## src/rtl/deit_ctrl_pkg.sv

```systemverilog
// deit_ctrl_pkg
// Shared definitions for the DeiT control slice.
//   - IDX_W_DEFAULT : default width of tile counts and tile indices
//   - sched_state_e : tile scheduler state encoding (IDLE..DONE = 0..4).
//                     The debug monitor decodes these same values, so the
//                     numbering must not be changed.
package deit_ctrl_pkg;

  localparam int IDX_W_DEFAULT = 16;

  typedef enum logic [2:0] {
    ST_IDLE      = 3'd0,
    ST_ISSUE     = 3'd1,
    ST_WAIT      = 3'd2,
    ST_WRITEBACK = 3'd3,
    ST_DONE      = 3'd4
  } sched_state_e;

endpackage

```

## src/rtl/matmul_tile_scheduler_if.sv

```systemverilog
// matmul_tile_scheduler_if
// Groups the scheduler's host, core and writeback signals.
//   Host      : ap_start, ap_done, ap_idle, cfg_m/n/k_tiles
//   Core      : core_start, core_done, tile_m/n/k_idx, tile_first_k, tile_last_k
//   Writeback : wb_valid, wb_ready, wb_m_idx, wb_n_idx
// Modports:
//   slave  - the scheduler itself
//   master - the surrounding system (host, core, writeback path)
interface matmul_tile_scheduler_if
  import deit_ctrl_pkg::*;
#(
  parameter int IDX_W = IDX_W_DEFAULT
) ();

  logic             ap_start;
  logic             ap_done;
  logic             ap_idle;
  logic [IDX_W-1:0] cfg_m_tiles;
  logic [IDX_W-1:0] cfg_n_tiles;
  logic [IDX_W-1:0] cfg_k_tiles;

  logic             core_start;
  logic             core_done;
  logic [IDX_W-1:0] tile_m_idx;
  logic [IDX_W-1:0] tile_n_idx;
  logic [IDX_W-1:0] tile_k_idx;
  logic             tile_first_k;
  logic             tile_last_k;

  logic             wb_valid;
  logic             wb_ready;
  logic [IDX_W-1:0] wb_m_idx;
  logic [IDX_W-1:0] wb_n_idx;

  modport slave (
    input  ap_start, cfg_m_tiles, cfg_n_tiles, cfg_k_tiles, core_done, wb_ready,
    output ap_done, ap_idle, core_start, tile_m_idx, tile_n_idx, tile_k_idx,
           tile_first_k, tile_last_k, wb_valid, wb_m_idx, wb_n_idx
  );

  modport master (
    output ap_start, cfg_m_tiles, cfg_n_tiles, cfg_k_tiles, core_done, wb_ready,
    input  ap_done, ap_idle, core_start, tile_m_idx, tile_n_idx, tile_k_idx,
           tile_first_k, tile_last_k, wb_valid, wb_m_idx, wb_n_idx
  );

endinterface

```

## src/rtl/tile_idx_counter.sv

```systemverilog
// tile_idx_counter
// Nested three-level wrap counter over (m, n, k), k innermost.
// Ports:
//   clk, rst_n            - clock, asynchronous active-low reset
//   clear                 - zero all three indices
//   inc_k                 - advance k by one
//   inc_n                 - finish the output tile: k <- 0, advance n, wrap into m
//   m/n/k_tiles           - latched tile counts
//   m/n/k_idx             - current indices
//   k_first, k_last       - k is 0 / k is k_tiles-1
//   n_last, m_last        - n is n_tiles-1 / m is m_tiles-1
module tile_idx_counter
  import deit_ctrl_pkg::*;
#(
  parameter int IDX_W = IDX_W_DEFAULT
) (
  input  logic             clk,
  input  logic             rst_n,
  input  logic             clear,
  input  logic             inc_k,
  input  logic             inc_n,
  input  logic [IDX_W-1:0] m_tiles,
  input  logic [IDX_W-1:0] n_tiles,
  input  logic [IDX_W-1:0] k_tiles,
  output logic [IDX_W-1:0] m_idx,
  output logic [IDX_W-1:0] n_idx,
  output logic [IDX_W-1:0] k_idx,
  output logic             k_first,
  output logic             k_last,
  output logic             n_last,
  output logic             m_last
);

  localparam logic [IDX_W-1:0] ONE = IDX_W'(1);

  // Equality against count-1. A zero count never reaches this point in a
  // running job, so the all-ones result of 0-1 simply never matches and keeps
  // k_last low while idle after reset.
  assign k_first = (k_idx == '0);
  assign k_last  = (k_idx == k_tiles - ONE);
  assign n_last  = (n_idx == n_tiles - ONE);
  assign m_last  = (m_idx == m_tiles - ONE);

  // inc_n ends an output tile, so it also restarts the K reduction.
  always_ff @(posedge clk or negedge rst_n) begin
    if (!rst_n) begin
      m_idx <= '0;
      n_idx <= '0;
      k_idx <= '0;
    end else if (clear) begin
      m_idx <= '0;
      n_idx <= '0;
      k_idx <= '0;
    end else if (inc_n) begin
      k_idx <= '0;
      if (n_last) begin
        n_idx <= '0;
        m_idx <= m_last ? '0 : m_idx + ONE;
      end else begin
        n_idx <= n_idx + ONE;
      end
    end else if (inc_k) begin
      k_idx <= k_idx + ONE;
    end
  end

endmodule

```

## src/rtl/matmul_tile_scheduler.sv

```systemverilog
// matmul_tile_scheduler
// Steps the compute core through an M x N grid of output tiles, each reduced
// over K chunks, and hands every finished output tile to the writeback path.
// Ports:
//   clk, rst_n   - clock, asynchronous active-low reset
//   bus (slave)  - host ap_* / cfg_*, core start/done with tile indices and
//                  first/last-k flags, writeback valid/ready with tile indices
// Optional build macro TILE_SCHED_PERF_EN adds:
//   perf_busy_cycles     - cycles spent outside IDLE
//   perf_wb_stall_cycles - cycles with wb_valid high and wb_ready low
//   Both clear on an accepted ap_start and saturate at all-ones.
module matmul_tile_scheduler
  import deit_ctrl_pkg::*;
#(
  parameter int IDX_W = IDX_W_DEFAULT
) (
  input  logic                    clk,
  input  logic                    rst_n,
  matmul_tile_scheduler_if.slave  bus
`ifdef TILE_SCHED_PERF_EN
  ,
  output logic [31:0]             perf_busy_cycles,
  output logic [31:0]             perf_wb_stall_cycles
`endif
);

  sched_state_e     state_q;
  sched_state_e     state_d;

  logic [IDX_W-1:0] m_tiles_q;
  logic [IDX_W-1:0] n_tiles_q;
  logic [IDX_W-1:0] k_tiles_q;

  logic             accept;
  logic             cnt_clear;
  logic             inc_k;
  logic             inc_n;

  logic [IDX_W-1:0] m_idx;
  logic [IDX_W-1:0] n_idx;
  logic [IDX_W-1:0] k_idx;
  logic             k_first;
  logic             k_last;
  logic             n_last;
  logic             m_last;

  logic             any_zero_cfg;

  // A zero count on any axis means an empty job; it is judged on the raw
  // inputs because they are being latched on this same edge.
  assign any_zero_cfg = (bus.cfg_m_tiles == '0) || (bus.cfg_n_tiles == '0) ||
                        (bus.cfg_k_tiles == '0);

  tile_idx_counter #(
    .IDX_W (IDX_W)
  ) u_idx (
    .clk     (clk),
    .rst_n   (rst_n),
    .clear   (cnt_clear),
    .inc_k   (inc_k),
    .inc_n   (inc_n),
    .m_tiles (m_tiles_q),
    .n_tiles (n_tiles_q),
    .k_tiles (k_tiles_q),
    .m_idx   (m_idx),
    .n_idx   (n_idx),
    .k_idx   (k_idx),
    .k_first (k_first),
    .k_last  (k_last),
    .n_last  (n_last),
    .m_last  (m_last)
  );

  always_ff @(posedge clk or negedge rst_n) begin
    if (!rst_n) begin
      state_q <= ST_IDLE;
    end else begin
      state_q <= state_d;
    end
  end

  // Configuration is captured only on an accepted start, so later cfg_*
  // changes cannot disturb a running job.
  always_ff @(posedge clk or negedge rst_n) begin
    if (!rst_n) begin
      m_tiles_q <= '0;
      n_tiles_q <= '0;
      k_tiles_q <= '0;
    end else if (accept) begin
      m_tiles_q <= bus.cfg_m_tiles;
      n_tiles_q <= bus.cfg_n_tiles;
      k_tiles_q <= bus.cfg_k_tiles;
    end
  end

  // core_done is only looked at in WAIT and ap_start only in IDLE, so stray
  // pulses in other states fall through the default hold.
  always_comb begin
    state_d   = state_q;
    accept    = 1'b0;
    cnt_clear = 1'b0;
    inc_k     = 1'b0;
    inc_n     = 1'b0;
    case (state_q)
      ST_IDLE: begin
        if (bus.ap_start) begin
          accept    = 1'b1;
          cnt_clear = 1'b1;
          state_d   = any_zero_cfg ? ST_DONE : ST_ISSUE;
        end
      end
      ST_ISSUE: begin
        state_d = ST_WAIT;
      end
      ST_WAIT: begin
        if (bus.core_done) begin
          if (k_last) begin
            state_d = ST_WRITEBACK;
          end else begin
            inc_k   = 1'b1;
            state_d = ST_ISSUE;
          end
        end
      end
      ST_WRITEBACK: begin
        if (bus.wb_ready) begin
          inc_n   = 1'b1;
          state_d = (n_last && m_last) ? ST_DONE : ST_ISSUE;
        end
      end
      ST_DONE: begin
        state_d = ST_IDLE;
      end
      default: begin
        state_d = ST_IDLE;
      end
    endcase
  end

  assign bus.ap_idle      = (state_q == ST_IDLE);
  assign bus.ap_done      = (state_q == ST_DONE);
  assign bus.core_start   = (state_q == ST_ISSUE);
  assign bus.wb_valid     = (state_q == ST_WRITEBACK);

  assign bus.tile_m_idx   = m_idx;
  assign bus.tile_n_idx   = n_idx;
  assign bus.tile_k_idx   = k_idx;
  assign bus.tile_first_k = k_first;
  assign bus.tile_last_k  = k_last;

  // The indices cannot move while WRITEBACK waits for ready, so the offered
  // tile is the current (m, n).
  assign bus.wb_m_idx     = m_idx;
  assign bus.wb_n_idx     = n_idx;

`ifdef TILE_SCHED_PERF_EN
  logic stall_now;

  assign stall_now = bus.wb_valid && !bus.wb_ready;

  always_ff @(posedge clk or negedge rst_n) begin
    if (!rst_n) begin
      perf_busy_cycles     <= '0;
      perf_wb_stall_cycles <= '0;
    end else if (accept) begin
      perf_busy_cycles     <= '0;
      perf_wb_stall_cycles <= '0;
    end else begin
      if ((state_q != ST_IDLE) && (perf_busy_cycles != '1)) begin
        perf_busy_cycles <= perf_busy_cycles + 32'd1;
      end
      if (stall_now && (perf_wb_stall_cycles != '1)) begin
        perf_wb_stall_cycles <= perf_wb_stall_cycles + 32'd1;
      end
    end
  end
`else
  // Performance counters are not built in this configuration.
`endif

endmodule
```

## src/flat_wrapper.sv

```systemverilog
// flat-port wrapper written by rule: the top's interface ports become plain ports
module matmul_tile_scheduler_flat import deit_ctrl_pkg::*;
#(
  parameter int IDX_W = IDX_W_DEFAULT
)
  (clk, rst_n, bus_ap_start, bus_cfg_m_tiles, bus_cfg_n_tiles, bus_cfg_k_tiles, bus_core_done, bus_wb_ready, bus_ap_done, bus_ap_idle, bus_core_start, bus_tile_m_idx, bus_tile_n_idx, bus_tile_k_idx, bus_tile_first_k, bus_tile_last_k, bus_wb_valid, bus_wb_m_idx, bus_wb_n_idx);
  matmul_tile_scheduler_if #(.IDX_W(IDX_W)) bus_i ();
  input  logic clk;
  input  logic rst_n;
  input wire logic [$bits(bus_i.ap_start)-1:0] bus_ap_start;
  input wire logic [$bits(bus_i.cfg_m_tiles)-1:0] bus_cfg_m_tiles;
  input wire logic [$bits(bus_i.cfg_n_tiles)-1:0] bus_cfg_n_tiles;
  input wire logic [$bits(bus_i.cfg_k_tiles)-1:0] bus_cfg_k_tiles;
  input wire logic [$bits(bus_i.core_done)-1:0] bus_core_done;
  input wire logic [$bits(bus_i.wb_ready)-1:0] bus_wb_ready;
  output wire logic [$bits(bus_i.ap_done)-1:0] bus_ap_done;
  output wire logic [$bits(bus_i.ap_idle)-1:0] bus_ap_idle;
  output wire logic [$bits(bus_i.core_start)-1:0] bus_core_start;
  output wire logic [$bits(bus_i.tile_m_idx)-1:0] bus_tile_m_idx;
  output wire logic [$bits(bus_i.tile_n_idx)-1:0] bus_tile_n_idx;
  output wire logic [$bits(bus_i.tile_k_idx)-1:0] bus_tile_k_idx;
  output wire logic [$bits(bus_i.tile_first_k)-1:0] bus_tile_first_k;
  output wire logic [$bits(bus_i.tile_last_k)-1:0] bus_tile_last_k;
  output wire logic [$bits(bus_i.wb_valid)-1:0] bus_wb_valid;
  output wire logic [$bits(bus_i.wb_m_idx)-1:0] bus_wb_m_idx;
  output wire logic [$bits(bus_i.wb_n_idx)-1:0] bus_wb_n_idx;
  assign bus_i.ap_start = bus_ap_start;
  assign bus_i.cfg_m_tiles = bus_cfg_m_tiles;
  assign bus_i.cfg_n_tiles = bus_cfg_n_tiles;
  assign bus_i.cfg_k_tiles = bus_cfg_k_tiles;
  assign bus_i.core_done = bus_core_done;
  assign bus_i.wb_ready = bus_wb_ready;
  assign bus_ap_done = bus_i.ap_done;
  assign bus_ap_idle = bus_i.ap_idle;
  assign bus_core_start = bus_i.core_start;
  assign bus_tile_m_idx = bus_i.tile_m_idx;
  assign bus_tile_n_idx = bus_i.tile_n_idx;
  assign bus_tile_k_idx = bus_i.tile_k_idx;
  assign bus_tile_first_k = bus_i.tile_first_k;
  assign bus_tile_last_k = bus_i.tile_last_k;
  assign bus_wb_valid = bus_i.wb_valid;
  assign bus_wb_m_idx = bus_i.wb_m_idx;
  assign bus_wb_n_idx = bus_i.wb_n_idx;
  matmul_tile_scheduler #(.IDX_W(IDX_W)) u_core (.clk(clk), .rst_n(rst_n), .bus(bus_i));
endmodule
```

## config.mk

```make
export PLATFORM = sky130hd
export DESIGN_NAME = matmul_tile_scheduler_flat
export DESIGN_NICKNAME = d
export VERILOG_FILES = /design/src/rtl/deit_ctrl_pkg.sv /design/src/rtl/matmul_tile_scheduler_if.sv /design/src/rtl/tile_idx_counter.sv /design/src/rtl/matmul_tile_scheduler.sv /design/src/flat_wrapper.sv
export SDC_FILE = /design/constraint.sdc
export NUM_CORES = 1
export LEC_CHECK = 0
export CAP_MARGIN = 10
export CELL_PAD_IN_SITES_DETAIL_PLACEMENT = 1
export CELL_PAD_IN_SITES_GLOBAL_PLACEMENT = 1
export CORE_UTILIZATION = 38
export DETAILED_ROUTE_END_ITERATION = 8
export PLACE_DENSITY_LB_ADDON = 0.1
export SLEW_MARGIN = 10
export SYNTH_ARGS = -nofsm -noshare
export SYNTH_HDL_FRONTEND = slang
export SYNTH_SLANG_ARGS = --single-unit
```

## constraint.sdc

```tcl
create_clock -name clk -period 4.32 [get_ports clk]
set_clock_uncertainty 0.15 [all_clocks]
set_input_delay 0.432 -clock clk [delete_from_list [all_inputs] [get_ports clk]]
set_output_delay 0.432 -clock clk [all_outputs]
set_load 0.01 [all_outputs]
```

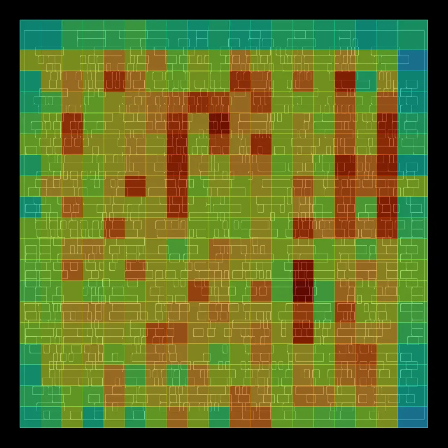
(routing congestion)
met2 GRT Util: 41.9%
Top Usage Layer GRT: met2
met3 track utilization from global routing: 3.02%

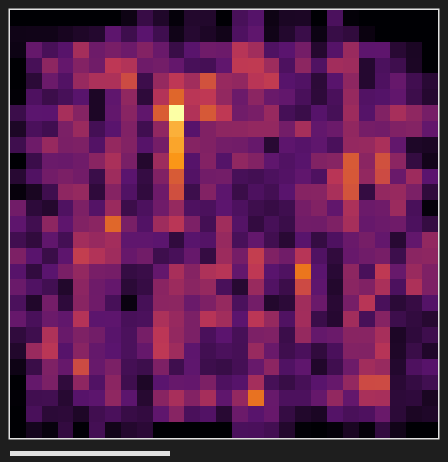
(wire density map)
The bar under the picture is 50 um long. 27 x 27 tiles, from black (low) to pale yellow (high), scaled to the fullest tile. Values are wire area over tile area, all layers added.
- fullest tile: 0.70
- mean over tiles: 0.18
- nearly empty tiles: 6.0%
- tiles over half the peak: 4.7%
per-cell routed wire length: 18.9 um
Total GRT Usage: 24.6%
vias post-DR: 6363
routed wire length: 21.2 mm

==> impl_metrics.csv <==
group,metric,value,unit
worst_setup_path,crit_arrival,3.43,ns
flow_run,maxCapViolCount,0,
placement,portBuffers,138,
clock_tree,holdBufCountCts,0,
cells_and_area,antenna_cells,0,
clock_tree,clock_latency,0.36,ns
power_and_ir_drop,power_density,503,mW/mm^2
worst_setup_path,required,3.74,ns
die,die_w,134,um
die,io_pins,139,
flow_run,warning_count,27,
clock_tree,cts_htree_levels,3,
worst_setup_path,worstSetupPathType,"reg2out",
yosys,ys_chip_area,0.00662,mm^2
sta,setup_viol,0,
yosys,ys_cells,804,
yosys,yosys_register_bits,99,
placement,hpwl,15.8,mm
worst_setup_path,cp-start-kind,"flop",
outcome,outcome,"complete, no violations",
clock_tree,numCtsBuffers,9,
drt,route.detailed.drc,0,
clock_tree,cts.sink_count,99,
die,die_area,0.0180,mm^2
sta,final-hold-violation-count,0,
clock_tree,cts-root-buf,"clkbuf_16",
sta,finalCritPeriodShare,92.9,%
grt,antenna_found_initial,0,
worst_setup_path,path_max_fanout,10,
power_and_ir_drop,power.leakage,0.00329,uW
cells_and_area,lay_top_count,"nand2_1",
cells_and_area,area_growth_syn_to_layout,24.7,%
grt,grt_overflow,0,
cells_and_area,lay_top_cells,"nand2_1, clkdlybuf4s50_1, dfrtp_1, xnor2_1",
clock_tree,cts_tree,"done",
yosys,synth_warnings,0,
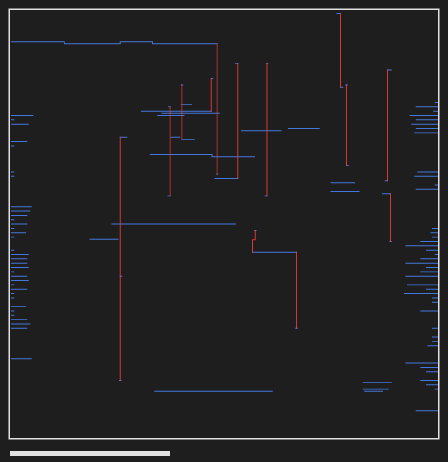
(wiring by layer)
The bar under the picture is 50 um long. Two of the layers only.
- blue: metal 3 (wire length 649 um)
- red: metal 4 (wire length 379 um)

[synthesized netlist by cell type, types with 8 or more instances]
master,instances,area (um^2)
nor2_1,37,139
and3_1,16,100
inv_1,15,56.3
nor4_1,29,181
or3_1,18,113
or4_1,9,67.6
o31ai_1,10,75.1
o21ai_1,8,40.0
buf_4,32,240
xor2_1,20,175
o211ai_1,10,75.1
nand2b_1,13,81.3
o21ai_0,35,175
xnor2_1,40,350
nand4_1,13,81.3
nand3_1,37,185
nor3_1,19,95.1
dfrtp_1,99,2480
clkbuf_1,25,93.8
nand2_1,179,672
a21oi_1,18,90.1
[report_power, final]
group	total, uW	internal [uW]	leakage (uW)	switching [uW]
logic	1720	751	0.00184	972
clock network	859	459	0.000151	400
registers	1570	1160	0.00130	410
[worst paths after layout]
check | from | end | slack, ns | cells past startpoint
min in group clk | u_core.n_tiles_q[6] | u_core.n_tiles_q[6] | 0.38 | 2
setup reg to reg | u_core.k_tiles_q[0] | u_core.u_idx.k_idx[8] | 0.58 | 11
max in group asynchronous | rst_n | u_core.u_idx.n_idx[9] | 3.02 | 2
hold reg to reg | u_core.n_tiles_q[6] | u_core.n_tiles_q[6] | 0.38 | 2
hold / removal | rst_n | u_core.u_idx.m_idx[4] | 0.09 | 1
setup / recovery | u_core.k_tiles_q[0] | bus_tile_last_k | 0.30 | 9
[worst max-delay path, cell delays in order (launching register included)]
cell	delay [ns]
dfrtp_1	0.45
inv_1	0.10
ha_1	0.25
nor3b_2	0.58
a21oi_1	0.14
or4b_1	0.52
nor3_1	0.22
nand3_1	0.10
nor3_1	0.14
clkdlybuf4s50_1	0.57
[through the flow]
stage                     hold slack (ns)  utilization (%)
after floorplan                   -0.0136                -
after global placement              0.368             47.3
after detailed placement            0.361             47.3
final                              0.0877             49.1
after CTS                           0.152             49.1
after global routing                0.173             49.1
[metal layers]
layer  GRT usage, %  part of all wire (%)  up-vias
met2           41.9                    49      132
met4           7.74                   1.8        0
li1               -                     -     3017
met1           32.5                    47     3187
met3           3.02                   3.1       27
met5              0                     0        -
[cells by family (layout without fill, tap and decap cells)]
group	after synthesis	in the layout	share of synthesized area, %
AND/OR/NAND/NOR	413	413	31.0
AND-OR/OR-AND	135	135	14.4
flip-flops	99	99	37.4
buffers and inverters	84	179	7.03
XOR/XNOR	60	60	7.94
adder cells (fa/ha/maj)	7	7	1.32
multiplexers	6	6	0.926
[layout make-up]
type                       count  area, um^2
tap                          220         275
sequential                    99        2480
multi-input combinational    621        3690
clock buffer                   9         225
fill                        2035        8560
timing repair buffer         147        1450
inverter                      16        60.1
clock inverter                 7        82.6
[registers in the layout, summed over array words and instances, names as in the netlist]
name	cells
u_core.u_idx.m_idx	16
u_core.state_q	3
u_core.n_tiles_q	16
u_core.m_tiles_q	16
u_core.u_idx.k_idx	16
u_core.k_tiles_q	16
u_core.u_idx.n_idx	16
Power and IR drop assume default switching activity.
